==> config.mk <==
export PLATFORM = sky130hd
export DESIGN_NAME = multicycle_control
export DESIGN_NICKNAME = d
export VERILOG_FILES = /design/src/rtl/multicycle_control.sv
export SDC_FILE = /design/constraint.sdc
export NUM_CORES = 1
export LEC_CHECK = 0
export CAP_MARGIN = 20
export CELL_PAD_IN_SITES_DETAIL_PLACEMENT = 2
export CELL_PAD_IN_SITES_GLOBAL_PLACEMENT = 2
export CORE_ASPECT_RATIO = 1.1
export CORE_MARGIN = 5
export CORE_UTILIZATION = 29
export DETAILED_ROUTE_END_ITERATION = 8
export HOLD_SLACK_MARGIN = 0.1
export PLACE_DENSITY_LB_ADDON = 0.15
export SETUP_SLACK_MARGIN = 0.3
export SYNTH_ARGS = -nofsm -noshare
export SYNTH_HDL_FRONTEND = slang
export SYNTH_SLANG_ARGS = --single-unit
==> constraint.sdc <==
create_clock -name clock -period 2.3 [get_ports clock]
set_input_delay 0.345 -clock clock [delete_from_list [all_inputs] [get_ports clock]]
set_output_delay 0.345 -clock clock [all_outputs]
set_load 0.02 [all_outputs]
==> src/rtl/multicycle_control.sv <==
// multicycle_control
//   Sequencing FSM for the multicycle rvsimple core. It steps each instruction
//   through FETCH/DECODE/EXECUTE/MEM/WRITEBACK and drives the write enables of
//   the PC and instruction registers and the register-file write strobe. It
//   also handshakes with a variable-latency memory and faults on a bounded
//   wait timeout or an illegal opcode.
//
//   state     | meaning
//   ----------+-----------------------------------------------------------
//   FETCH     | read instruction; latch it into the IR when mem_ready
//   DECODE    | one cycle; check the opcode, illegal goes to HALT
//   EXECUTE   | ALU step; branches and fences retire here
//   MEM       | load/store data access, waits on mem_ready; stores retire
//   WRITEBACK | register-file write and PC update
//   HALT      | fault latched; everything idle until reset
//
// Ports
//   clock                 in   system clock, rising edge
//   reset                 in   asynchronous active-low reset
//   opcode[6:0]           in   inst[6:0] from the instruction register
//   take_branch           in   branch comparison result (EXECUTE)
//   mem_ready             in   memory completes the current access
//   pc_write_enable       out  PC register write enable
//   pc_source[1:0]        out  0=pc+4, 1=pc+imm, 2=rs1+imm
//   ir_write_enable       out  instruction register write enable
//   regfile_write_enable  out  register-file write strobe
//   mem_read              out  memory read request
//   mem_write             out  memory write request
//   alu_op_type[1:0]      out  0=add, 1=funct decoded, 2=branch compare
//   fault                 out  sticky fault flag
//   state[2:0]            out  current state code

module multicycle_control #(
    parameter int MAX_WAIT   = 255,
    parameter int WAIT_WIDTH = 8
) (
    input  logic       clock,
    input  logic       reset,
    input  logic [6:0] opcode,
    input  logic       take_branch,
    input  logic       mem_ready,
    output logic       pc_write_enable,
    output logic [1:0] pc_source,
    output logic       ir_write_enable,
    output logic       regfile_write_enable,
    output logic       mem_read,
    output logic       mem_write,
    output logic [1:0] alu_op_type,
    output logic       fault,
    output logic [2:0] state
);

    localparam logic [6:0] OPC_LOAD     = 7'b0000011;
    localparam logic [6:0] OPC_STORE    = 7'b0100011;
    localparam logic [6:0] OPC_OP       = 7'b0110011;
    localparam logic [6:0] OPC_OP_IMM   = 7'b0010011;
    localparam logic [6:0] OPC_BRANCH   = 7'b1100011;
    localparam logic [6:0] OPC_JAL      = 7'b1101111;
    localparam logic [6:0] OPC_JALR     = 7'b1100111;
    localparam logic [6:0] OPC_LUI      = 7'b0110111;
    localparam logic [6:0] OPC_AUIPC    = 7'b0010111;
    localparam logic [6:0] OPC_MISC_MEM = 7'b0001111;

    typedef enum logic [2:0] {
        FETCH     = 3'd0,
        DECODE    = 3'd1,
        EXECUTE   = 3'd2,
        MEM       = 3'd3,
        WRITEBACK = 3'd4,
        HALT      = 3'd5
    } state_t;

    state_t                state_q;
    state_t                state_d;
    logic [WAIT_WIDTH-1:0] wait_q;
    logic                  fault_q;

    logic       is_load;
    logic       is_store;
    logic       is_branch;
    logic       is_misc_mem;
    logic       is_legal;
    logic       wait_term;
    logic       waiting;
    logic       pc_we_c;
    logic [1:0] pc_src_c;
    logic       ir_we_c;
    logic       rf_we_c;
    logic       mem_rd_c;
    logic       mem_wr_c;
    logic [1:0] alu_c;

    assign is_load     = (opcode == OPC_LOAD);
    assign is_store    = (opcode == OPC_STORE);
    assign is_branch   = (opcode == OPC_BRANCH);
    assign is_misc_mem = (opcode == OPC_MISC_MEM);
    assign is_legal    = is_load || is_store || is_branch || is_misc_mem ||
                         (opcode == OPC_OP) || (opcode == OPC_OP_IMM) ||
                         (opcode == OPC_JAL) || (opcode == OPC_JALR) ||
                         (opcode == OPC_LUI) || (opcode == OPC_AUIPC);

    // Last permitted wait cycle: one more stalled cycle would exceed MAX_WAIT.
    assign wait_term = (wait_q == WAIT_WIDTH'(MAX_WAIT - 1));

    always_comb begin
        state_d  = state_q;
        waiting  = 1'b0;
        pc_we_c  = 1'b0;
        pc_src_c = 2'd0;
        ir_we_c  = 1'b0;
        rf_we_c  = 1'b0;
        mem_rd_c = 1'b0;
        mem_wr_c = 1'b0;
        alu_c    = 2'd0;
        case (state_q)
            FETCH: begin
                mem_rd_c = 1'b1;
                if (mem_ready) begin
                    ir_we_c = 1'b1;
                    state_d = DECODE;
                end else begin
                    waiting = 1'b1;
                    if (wait_term) state_d = HALT;
                end
            end
            DECODE: begin
                state_d = is_legal ? EXECUTE : HALT;
            end
            EXECUTE: begin
                if (is_branch) alu_c = 2'd2;
                else if ((opcode == OPC_OP) || (opcode == OPC_OP_IMM)) alu_c = 2'd1;
                if (is_branch) begin
                    pc_we_c  = 1'b1;
                    pc_src_c = take_branch ? 2'd1 : 2'd0;
                    state_d  = FETCH;
                end else if (is_misc_mem) begin
                    pc_we_c = 1'b1;
                    state_d = FETCH;
                end else if (is_load || is_store) begin
                    state_d = MEM;
                end else begin
                    state_d = WRITEBACK;
                end
            end
            MEM: begin
                mem_rd_c = is_load;
                mem_wr_c = is_store;
                if (mem_ready) begin
                    if (is_load) begin
                        state_d = WRITEBACK;
                    end else if (is_store) begin
                        pc_we_c = 1'b1;
                        state_d = FETCH;
                    end else begin
                        // opcode changed under a memory access: not recoverable
                        state_d = HALT;
                    end
                end else begin
                    waiting = 1'b1;
                    if (wait_term) state_d = HALT;
                end
            end
            WRITEBACK: begin
                rf_we_c = 1'b1;
                pc_we_c = 1'b1;
                if (opcode == OPC_JAL) pc_src_c = 2'd1;
                else if (opcode == OPC_JALR) pc_src_c = 2'd2;
                state_d = FETCH;
            end
            HALT: begin
                state_d = HALT;
            end
            default: begin
                state_d = HALT;
            end
        endcase
    end

    always_ff @(posedge clock or negedge reset) begin
        if (!reset) begin
            state_q <= FETCH;
            wait_q  <= '0;
            fault_q <= 1'b0;
        end else begin
            state_q <= state_d;
            if (state_d == HALT) fault_q <= 1'b1;
            // A timeout always changes state, so the counter clears before it could wrap.
            if (state_d != state_q) wait_q <= '0;
            else if (waiting) wait_q <= wait_q + 1'b1;
        end
    end

    // Strobes are forced low while reset is held so nothing completes mid-reset.
    assign pc_write_enable      = reset & pc_we_c;
    assign ir_write_enable      = reset & ir_we_c;
    assign regfile_write_enable = reset & rf_we_c;
    assign mem_read             = reset & mem_rd_c;
    assign mem_write            = reset & mem_wr_c;
    assign pc_source            = pc_src_c;
    assign alu_op_type          = alu_c;
    assign fault                = fault_q;
    assign state                = state_q;

endmodule

==> summary.txt <==
Results of the implementation run.

The number of placed instances, taps included, is 208. TritonCTS built the clock tree. The clock tree buffer depth came out at 2.

The setup TNS is 0 ps. The power per cell area came out at 709 nW/um2. The number of tap cells added at floorplan came out at ~48. The initial antenna violation count is 0. The cell area after placement came out at 1470 um2. The area of the mapped netlist is 1040 um2. The STA report counts the stages on the worst setup path as 7. Walking the worst path, the cells encountered are dlygate4sd2_1 -> and4bb_1 -> a31oi_1 -> nor3_2 -> o21ai_0 -> a21bo_1 -> buf_4.

The H-tree depth reported by CTS came out at 1. The number of antenna diodes is 0. The most common logic cells in the final layout are sky130_fd_sc_hd__buf_4 (26), sky130_fd_sc_hd__nor2_1 (15), sky130_fd_sc_hd__dfrtp_1 (12). The cell count in the Yosys report is 124. The pin slew with the least headroom to its limit is 411 ps.

Max-slew check failures listed in the final report amount to 0. The final layout report lists a non-clock buffer count of around 47. The cell area after layout is 1580 um2. The worst slack at placement came out at -391 ps. The final layout net count is 182. For reference, the most critical setup path is categorized as in2out. Endpoints with negative setup slack in the final report add up to 0. The fraction of area in multi-input gates came out at between 40% and 50%. The class occupying the most area after layout is reported as logic gates.

The Yosys chip area came out at 1040 um2. The weighted congestion reported at the end of routability-driven placement came out at 0.785. Total global-route track usage over all layers is 16.0%.

The number of non-clock inverters is 4. By instance count after routing, the leading logic cell type is sky130_fd_sc_hd__buf_4. Max-cap violations in this run came to 0. The highest net fanout along the worst path came out at 4. The final period utilization came out at just under 90%. The final global-route overflow total came out at 0.

For this design, the slowest cell found on the critical path is sky130_fd_sc_hd__dlygate4sd2_1. The count of cells along the worst register-to-register path is 7. On the worst path, the slowest cell contributes a delay of 290 ps. The start point of the critical path is opcode[6].

The main area contributors are sky130_fd_sc_hd__dfrtp_1 (29%), sky130_fd_sc_hd__nor2_1 (5.7%), sky130_fd_sc_hd__nand4_1 (4.2%). The setup slack on the worst flop-to-flop path came out at 510 ps. Looking at the VDD voltage map, the peak drop is 0.000365 V. The average wire per standard cell came out at 18.6 um. The worst setup path is captured at an output pin.

The endpoint of the worst register-to-register path is wait_q[5]. The DRC violation total left in the routed layout is recorded as 0. The floorplan net count is 137. The flow measured a signed area growth from synthesis to layout of 51.4%.

The area taken by multi-input combinational cells is reported as 769 um2. Summed over all instances, the cell type with the most area after synthesis is sky130_fd_sc_hd__dfrtp_1. Once detail routing completed, the nets flagged for antenna violations numbered 0. The storage element area is 300 um2. The post-CTS setup-driven buffer insertion count is 1. According to the cell report, the number of logic gates is around 100. The launch point of the worst register-to-register path is recorded as state[0]. After synthesis, the netlist uses roughly 46 different library cells. The max-slew headroom at the worst pin came out at approximately 72%. The run finished with clean final reports. The most used standard cell by instance count after synthesis is sky130_fd_sc_hd__nor2_1. After synthesis, flip-flops and latches occupy about 29% of the total area. The cell chosen for the clock root is sky130_fd_sc_hd__clkbuf_4.

The most critical min-delay path falls under in2async. After the flow finishes, the layout carries non-filler instances totaling 216. The least setup slack across all paths after layout came out at between 200 and 300 ps. The number of rows in the core area is 22.

The share of layout cells above drive strength 1 is 35.1%. The hold buffer count at cts is 0. The warning count from the yosys run came out at 0. The largest net degree at the start of global routing came out at 14.

The post-layout minimum cycle time is roughly 2000 ps.
## run 1: registers in the layout (all words and copies together) (netlist names)
signal and flops:
wait_q 8, state 3, fault 1
## run 1: cells by family after synthesis
| group | share of synthesized area [%] |
|---|---|
| AND-OR/OR-AND | 19.4 |
| XOR/XNOR | 5.87 |
| adder cells (fa/ha/maj) | 2.39 |
| buffers and inverters | 4.79 |
| flip-flops | 28.7 |
| AND/OR/NAND/NOR | 38.8 |
## run 1: metal layers
layer	GRT usage, %	share of wire (%)
met5	0	0
met4	4.73	1.9
met3	1.08	2.9
met2	29.5	53
met1	19.6	42
## run 1: report_power, final
part / switching (mW) / internal, mW
registers: 0.0365 / 0.238
clock network: 0.0783 / 0.0964
logic: 0.388 / 0.284
total: 0.503 / 0.619
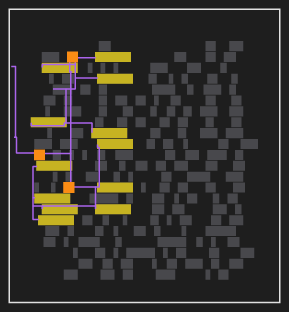
run_1/clk_routes.png
(4 px per um)
legend:
  clock drivers:
    colour: orange
    count: 3
  flip-flops:
    colour: yellow
    count: 12
  clock wires:
    colour: purple
    length: 184 um
routed clock nets: 4
Latency at later pin: 280 ps
clock skew: 3.50 ps
Clk pwr share: 15.6%
Clk power: 175 uW

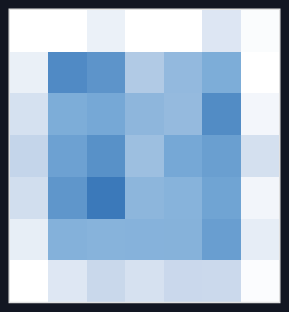
run_1/cell_density.png
(4 px per um) The die is cut into 7 by 7 equal tiles; white is low, dark blue is high, 0 to 100% covered.
fullest tile: 70%
densest ninth of the die: centre
nearly empty tiles: 14%
mean over tiles: 31%
final core area utilization: 46.3%
Placeable Area: 3410 um2
core utilization before placement: 30.6%

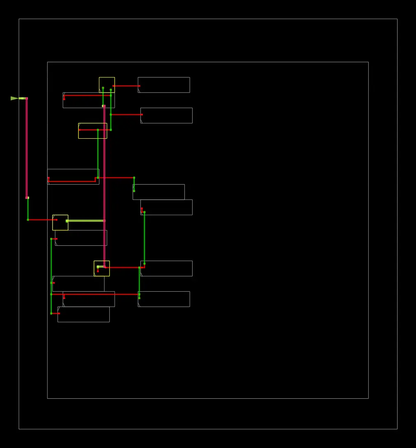
run_1/clocks.png
clock buffers created by TritonCTS: 3
number of clock sinks: 12
Layout clock buffers: 4
flip-flops: 12

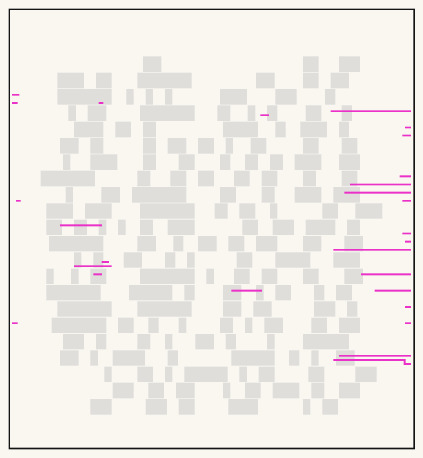
run_1/layer_met3.png
(6 px per um) Cells faint in the background.
nets with wire on the layer: 23
wire length on this layer: 117 um
main direction: horizontal
share of all routed wire: 2.9%
longest straight run: 13.1 um
total length of routed wires: 4020 um
GR met3 Demand/Resource: 1.08%
via count of the routed design: 1135

No activity file was given, so power comes from the tool's default toggle rates.
